clock_map.png
Drawn at 4 px/um.
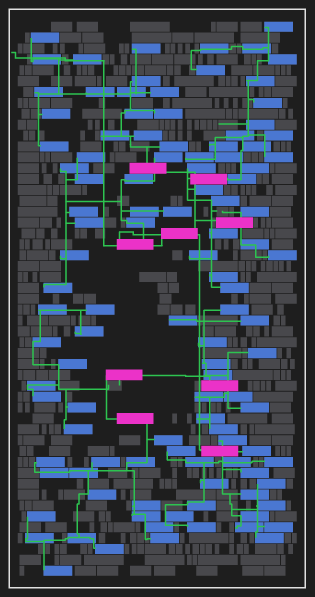
final_congestion.png
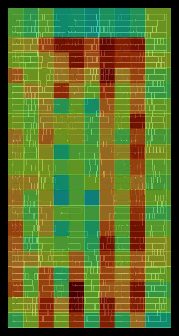
gate_families.png
Drawn at 3 px/um.
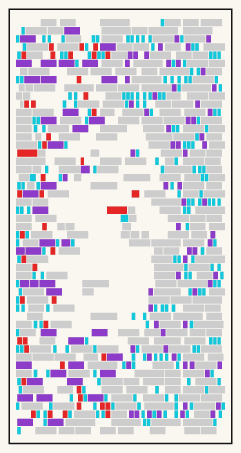
port_nets.png
Drawn at 4 px/um.
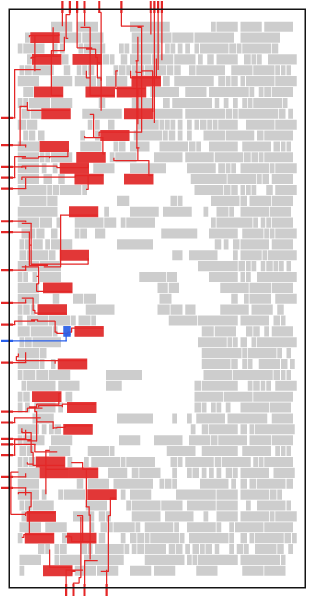
wire_density.png
Drawn at 3 px/um. The die is cut into 15 by 29 equal tiles; white is low, dark blue is high, scaled to the fullest tile. Values are wire area over tile area, all layers added.
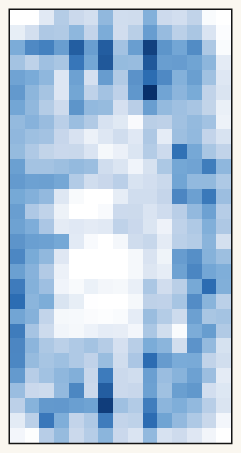
$ cat src/rtl/data_memory_arbiter_if.sv
// Requester and memory-side signals of the two-port data memory arbiter.
// The arbiter uses the slave modport; requesters and the memory model use master.
interface data_memory_arbiter_if #(
    parameter int byte_W = 4,
    parameter int Addr_W = 8
);
    logic                  req0;
    logic                  req1;
    logic                  we0;
    logic                  we1;
    logic [Addr_W-1:0]     addr0;
    logic [Addr_W-1:0]     addr1;
    logic [8*byte_W-1:0]   wdata0;
    logic [8*byte_W-1:0]   wdata1;
    logic                  gnt0;
    logic                  gnt1;
    logic                  ack0;
    logic                  ack1;
    logic [8*byte_W-1:0]   rdata0;
    logic [8*byte_W-1:0]   rdata1;
    logic                  busy;
    logic [Addr_W-1:0]     mem_address;
    logic [8*byte_W-1:0]   mem_write_data;
    logic                  mem_write_enable;
    logic [8*byte_W-1:0]   mem_read_data;

    modport slave (
        input  req0, req1, we0, we1, addr0, addr1, wdata0, wdata1, mem_read_data,
        output gnt0, gnt1, ack0, ack1, rdata0, rdata1, busy,
               mem_address, mem_write_data, mem_write_enable
    );

    modport master (
        output req0, req1, we0, we1, addr0, addr1, wdata0, wdata1, mem_read_data,
        input  gnt0, gnt1, ack0, ack1, rdata0, rdata1, busy,
               mem_address, mem_write_data, mem_write_enable
    );
endinterface

$ cat src/rtl/data_memory_arbiter.sv
// Round-robin two-port sequencer for a shared memory: grant in IDLE, access next cycle,
// ack/rdata the cycle after; requests are held off (no grant) while in ACCESS.
module data_memory_arbiter #(
    parameter int byte_W = 4,
    parameter int Addr_W = 8
) (
    input  logic                   i_clk,
    input  logic                   i_reset,
    data_memory_arbiter_if.slave   bus
);
    localparam int DATA_W = 8 * byte_W;

    typedef enum logic {
        S_IDLE   = 1'b0,
        S_ACCESS = 1'b1
    } state_t;

    state_t              r_state;
    state_t              w_next_state;
    logic                r_last_grant;
    logic                r_owner;
    logic                r_we;
    logic [Addr_W-1:0]   r_addr;
    logic [DATA_W-1:0]   r_wdata;
    logic [DATA_W-1:0]   r_rdata0;
    logic [DATA_W-1:0]   r_rdata1;
    logic                r_ack0;
    logic                r_ack1;
    logic                w_pick1;
    logic                w_gnt0;
    logic                w_gnt1;
    logic                w_access;

    always_ff @(posedge i_clk) begin
        if (i_reset) begin
            r_state <= S_IDLE;
        end else begin
            r_state <= w_next_state;
        end
    end

    always_comb begin
        w_next_state = r_state;
        case (r_state)
            S_IDLE:   if (w_gnt0 || w_gnt1) w_next_state = S_ACCESS;
            S_ACCESS: w_next_state = S_IDLE;
            default:  w_next_state = S_IDLE;
        endcase
    end

    // Under contention the port that did not win last time takes the grant.
    always_comb begin
        w_pick1  = bus.req1 & (~bus.req0 | ~r_last_grant);
        w_gnt0   = 1'b0;
        w_gnt1   = 1'b0;
        w_access = (r_state == S_ACCESS);
        if ((r_state == S_IDLE) && !i_reset) begin
            w_gnt1 = w_pick1;
            w_gnt0 = bus.req0 & ~w_pick1;
        end
    end

    always_ff @(posedge i_clk) begin
        if (i_reset) begin
            r_last_grant <= 1'b1;
            r_owner      <= 1'b0;
            r_we         <= 1'b0;
            r_addr       <= '0;
            r_wdata      <= '0;
            r_rdata0     <= '0;
            r_rdata1     <= '0;
            r_ack0       <= 1'b0;
            r_ack1       <= 1'b0;
        end else begin
            r_ack0 <= 1'b0;
            r_ack1 <= 1'b0;
            if (w_gnt0 || w_gnt1) begin
                r_owner      <= w_gnt1;
                r_last_grant <= w_gnt1;
                r_we         <= w_gnt1 ? bus.we1    : bus.we0;
                r_addr       <= w_gnt1 ? bus.addr1  : bus.addr0;
                r_wdata      <= w_gnt1 ? bus.wdata1 : bus.wdata0;
            end
            if (w_access) begin
                if (r_owner) begin
                    r_ack1 <= 1'b1;
                    if (!r_we) r_rdata1 <= bus.mem_read_data;
                end else begin
                    r_ack0 <= 1'b1;
                    if (!r_we) r_rdata0 <= bus.mem_read_data;
                end
            end
        end
    end

    assign bus.gnt0             = w_gnt0;
    assign bus.gnt1             = w_gnt1;
    assign bus.ack0             = r_ack0;
    assign bus.ack1             = r_ack1;
    assign bus.rdata0           = r_rdata0;
    assign bus.rdata1           = r_rdata1;
    assign bus.busy             = w_access;
    assign bus.mem_address      = r_addr;
    assign bus.mem_write_data   = r_wdata;
    // Reset in the access cycle must not let the write reach memory.
    assign bus.mem_write_enable = w_access & r_we & ~i_reset;
endmodule

$ cat src/flat_wrapper.sv
// flat-port wrapper written by rule: the top's interface ports become plain ports
module data_memory_arbiter_flat 
#(
    parameter int byte_W = 4,
    parameter int Addr_W = 8
)
  (i_clk, i_reset, bus_req0, bus_req1, bus_we0, bus_we1, bus_addr0, bus_addr1, bus_wdata0, bus_wdata1, bus_mem_read_data, bus_gnt0, bus_gnt1, bus_ack0, bus_ack1, bus_rdata0, bus_rdata1, bus_busy, bus_mem_address, bus_mem_write_data, bus_mem_write_enable);
  data_memory_arbiter_if #(.byte_W(byte_W), .Addr_W(Addr_W)) bus_i ();
  input  logic i_clk;
  input  logic i_reset;
  input wire logic [$bits(bus_i.req0)-1:0] bus_req0;
  input wire logic [$bits(bus_i.req1)-1:0] bus_req1;
  input wire logic [$bits(bus_i.we0)-1:0] bus_we0;
  input wire logic [$bits(bus_i.we1)-1:0] bus_we1;
  input wire logic [$bits(bus_i.addr0)-1:0] bus_addr0;
  input wire logic [$bits(bus_i.addr1)-1:0] bus_addr1;
  input wire logic [$bits(bus_i.wdata0)-1:0] bus_wdata0;
  input wire logic [$bits(bus_i.wdata1)-1:0] bus_wdata1;
  input wire logic [$bits(bus_i.mem_read_data)-1:0] bus_mem_read_data;
  output wire logic [$bits(bus_i.gnt0)-1:0] bus_gnt0;
  output wire logic [$bits(bus_i.gnt1)-1:0] bus_gnt1;
  output wire logic [$bits(bus_i.ack0)-1:0] bus_ack0;
  output wire logic [$bits(bus_i.ack1)-1:0] bus_ack1;
  output wire logic [$bits(bus_i.rdata0)-1:0] bus_rdata0;
  output wire logic [$bits(bus_i.rdata1)-1:0] bus_rdata1;
  output wire logic [$bits(bus_i.busy)-1:0] bus_busy;
  output wire logic [$bits(bus_i.mem_address)-1:0] bus_mem_address;
  output wire logic [$bits(bus_i.mem_write_data)-1:0] bus_mem_write_data;
  output wire logic [$bits(bus_i.mem_write_enable)-1:0] bus_mem_write_enable;
  assign bus_i.req0 = bus_req0;
  assign bus_i.req1 = bus_req1;
  assign bus_i.we0 = bus_we0;
  assign bus_i.we1 = bus_we1;
  assign bus_i.addr0 = bus_addr0;
  assign bus_i.addr1 = bus_addr1;
  assign bus_i.wdata0 = bus_wdata0;
  assign bus_i.wdata1 = bus_wdata1;
  assign bus_i.mem_read_data = bus_mem_read_data;
  assign bus_gnt0 = bus_i.gnt0;
  assign bus_gnt1 = bus_i.gnt1;
  assign bus_ack0 = bus_i.ack0;
  assign bus_ack1 = bus_i.ack1;
  assign bus_rdata0 = bus_i.rdata0;
  assign bus_rdata1 = bus_i.rdata1;
  assign bus_busy = bus_i.busy;
  assign bus_mem_address = bus_i.mem_address;
  assign bus_mem_write_data = bus_i.mem_write_data;
  assign bus_mem_write_enable = bus_i.mem_write_enable;
  data_memory_arbiter #(.byte_W(byte_W), .Addr_W(Addr_W)) u_core (.i_clk(i_clk), .i_reset(i_reset), .bus(bus_i));
endmodule
$ cat config.mk
export PLATFORM = sky130hd
export DESIGN_NAME = data_memory_arbiter_flat
export DESIGN_NICKNAME = d
export VERILOG_FILES = /design/src/rtl/data_memory_arbiter_if.sv /design/src/rtl/data_memory_arbiter.sv /design/src/flat_wrapper.sv
export SDC_FILE = /design/constraint.sdc
export NUM_CORES = 1
export LEC_CHECK = 0
export CAP_MARGIN = 40
export CORE_ASPECT_RATIO = 2
export CORE_MARGIN = 1.5
export CORE_UTILIZATION = 45
export DETAILED_ROUTE_END_ITERATION = 10
export DONT_BUFFER_PORTS = 1
export MAX_ROUTING_LAYER = met4
export SKIP_LAST_GASP = 1
export SYNTH_ARGS = -nofsm -noshare
export SYNTH_HDL_FRONTEND = slang
export SYNTH_SLANG_ARGS = --single-unit
export TNS_END_PERCENT = 10
$ cat constraint.sdc
create_clock -name i_clk -period 3 [get_ports i_clk]
set_input_delay 0.6 -clock i_clk [delete_from_list [all_inputs] [get_ports i_clk]]
set_output_delay 0.6 -clock i_clk [all_outputs]
set_load 0.1 [all_outputs]
==> notes.md <==
run metrics: Post-Synth Adder-Cell Area 0, Switching Share 0.364, Setup-failing EPs final 0, worst r2r dst u_core.bus.mem_write_data[5]$_SDFFE_PP0P_, clock network fraction of design power 0.289, Synth top cell by count nand2_1, Rel. slew slack 0.524, Die W 73.6 um, area figure in the yosys stat output 4490 um2, H-tree depth 3, number of enable flip-flop cells 0, final hold violation count 0, Detail Route Antenna Nets 0, die area 10600 um2, status finished clean, Comb. pwr 0.00122 W, worst setup path category flop to output port, Design Power a little over 0.004 W, most frequent cells in the layout nand2_1 (212), dfxtp_1 (110), buf_8 (80), worst-path cell chain buf_4 > nor3b_4 > and2_1 > buf_12, CTS buffer count 9, final worst slack slightly below 0.7 ns, Avg Inst Size Synth 8.36 um2, CP Capture Type output port, Hold Crit Class primary input to flop, slowest cell delay on critical path 0.55 ns, CTS tree built, CP Launch Point u_core.bus.busy$_SDFF_PN0_, cell type with the largest total area dfxtp_1, Buffers & Inverters on Critical Path 2, Area after DPL 6470 um2, Max Cap Viol 0, Layout Nets 733, Clock transition at path regs 0.07 ns, gr ovfl total 0, number of clock sinks between 100 and 150, Final GP Congestion 0.823, largest net degree at the start of global routing 114, gr usage total 0.260, sequential share of power 0.408, Leakage ~2.5 nW, Initial DRC Count 188, Log Warnings 28, share of layout cells above drive strength 1 0.285, Post-synth area hogs dfxtp_1 (49%), nand2_1 (18%), a311oi_2 (12%)
About clock_map.png:
- flip-flops: blue (count 110)
- cells driving clock nets: magenta (count 9)
- clock wires: green (length 1120 um)
- routed clock nets: 10
- flops lie: spread over the die

About final_congestion.png:
post-layout util: 0.699
met1 usage: 0.268
most crowded layer after global routing: met2
GR Util met3: 0.0425

About gate_families.png:
- NAND gates: cyan (cells 214; where spread over the die)
- inverting AOI/OAI gates: purple (cells 107; where spread over the die)
- NOR gates: red (cells 45)

About port_nets.png:
- bus_we1: blue (bits 1; direction input; edge left; end cells 1; wire 16.4 um)
- bus_mem_write_data: red (bits 32; direction output; edge 18 left, 10 top, 4 bottom; end cells 32; wire 980 um)

About wire_density.png:
- nearly empty tiles: 5.3%
- fullest tile: 0.62
- mean over tiles: 0.21
- tiles over half the peak: 22%
- emptiest ninth of the die: centre

-- state kept, by name, summed over array words and instances, names as in the netlist --
name                       flops
u_core.bus.rdata0             32
u_core.r_owner                 1
u_core.bus.ack1                1
u_core.bus.rdata1             32
u_core.r_last_grant            1
u_core.bus.mem_write_data     32
u_core.bus.busy                1
u_core.r_we                    1
u_core.bus.ack0                1
u_core.bus.mem_address         8
-- cell type report --
cell class,count,area (um2)
sequential,110,2200
timing repair buffer,118,2040
inverter,1,3.75
tap,132,165
clock buffer,12,267
clock inverter,4,37.5
multi-input combinational,375,2060
fill,688,2920
-- per-layer routing --
metal  wire length (um)  track usage  part of all wire
met1               4890        0.268              0.36
met2               7550        0.461              0.55
met3                753       0.0425             0.055
met4                495        0.132             0.036
met5                  0            -                 0
Power figures rest on the tool's default switching activity, not on a simulated workload.
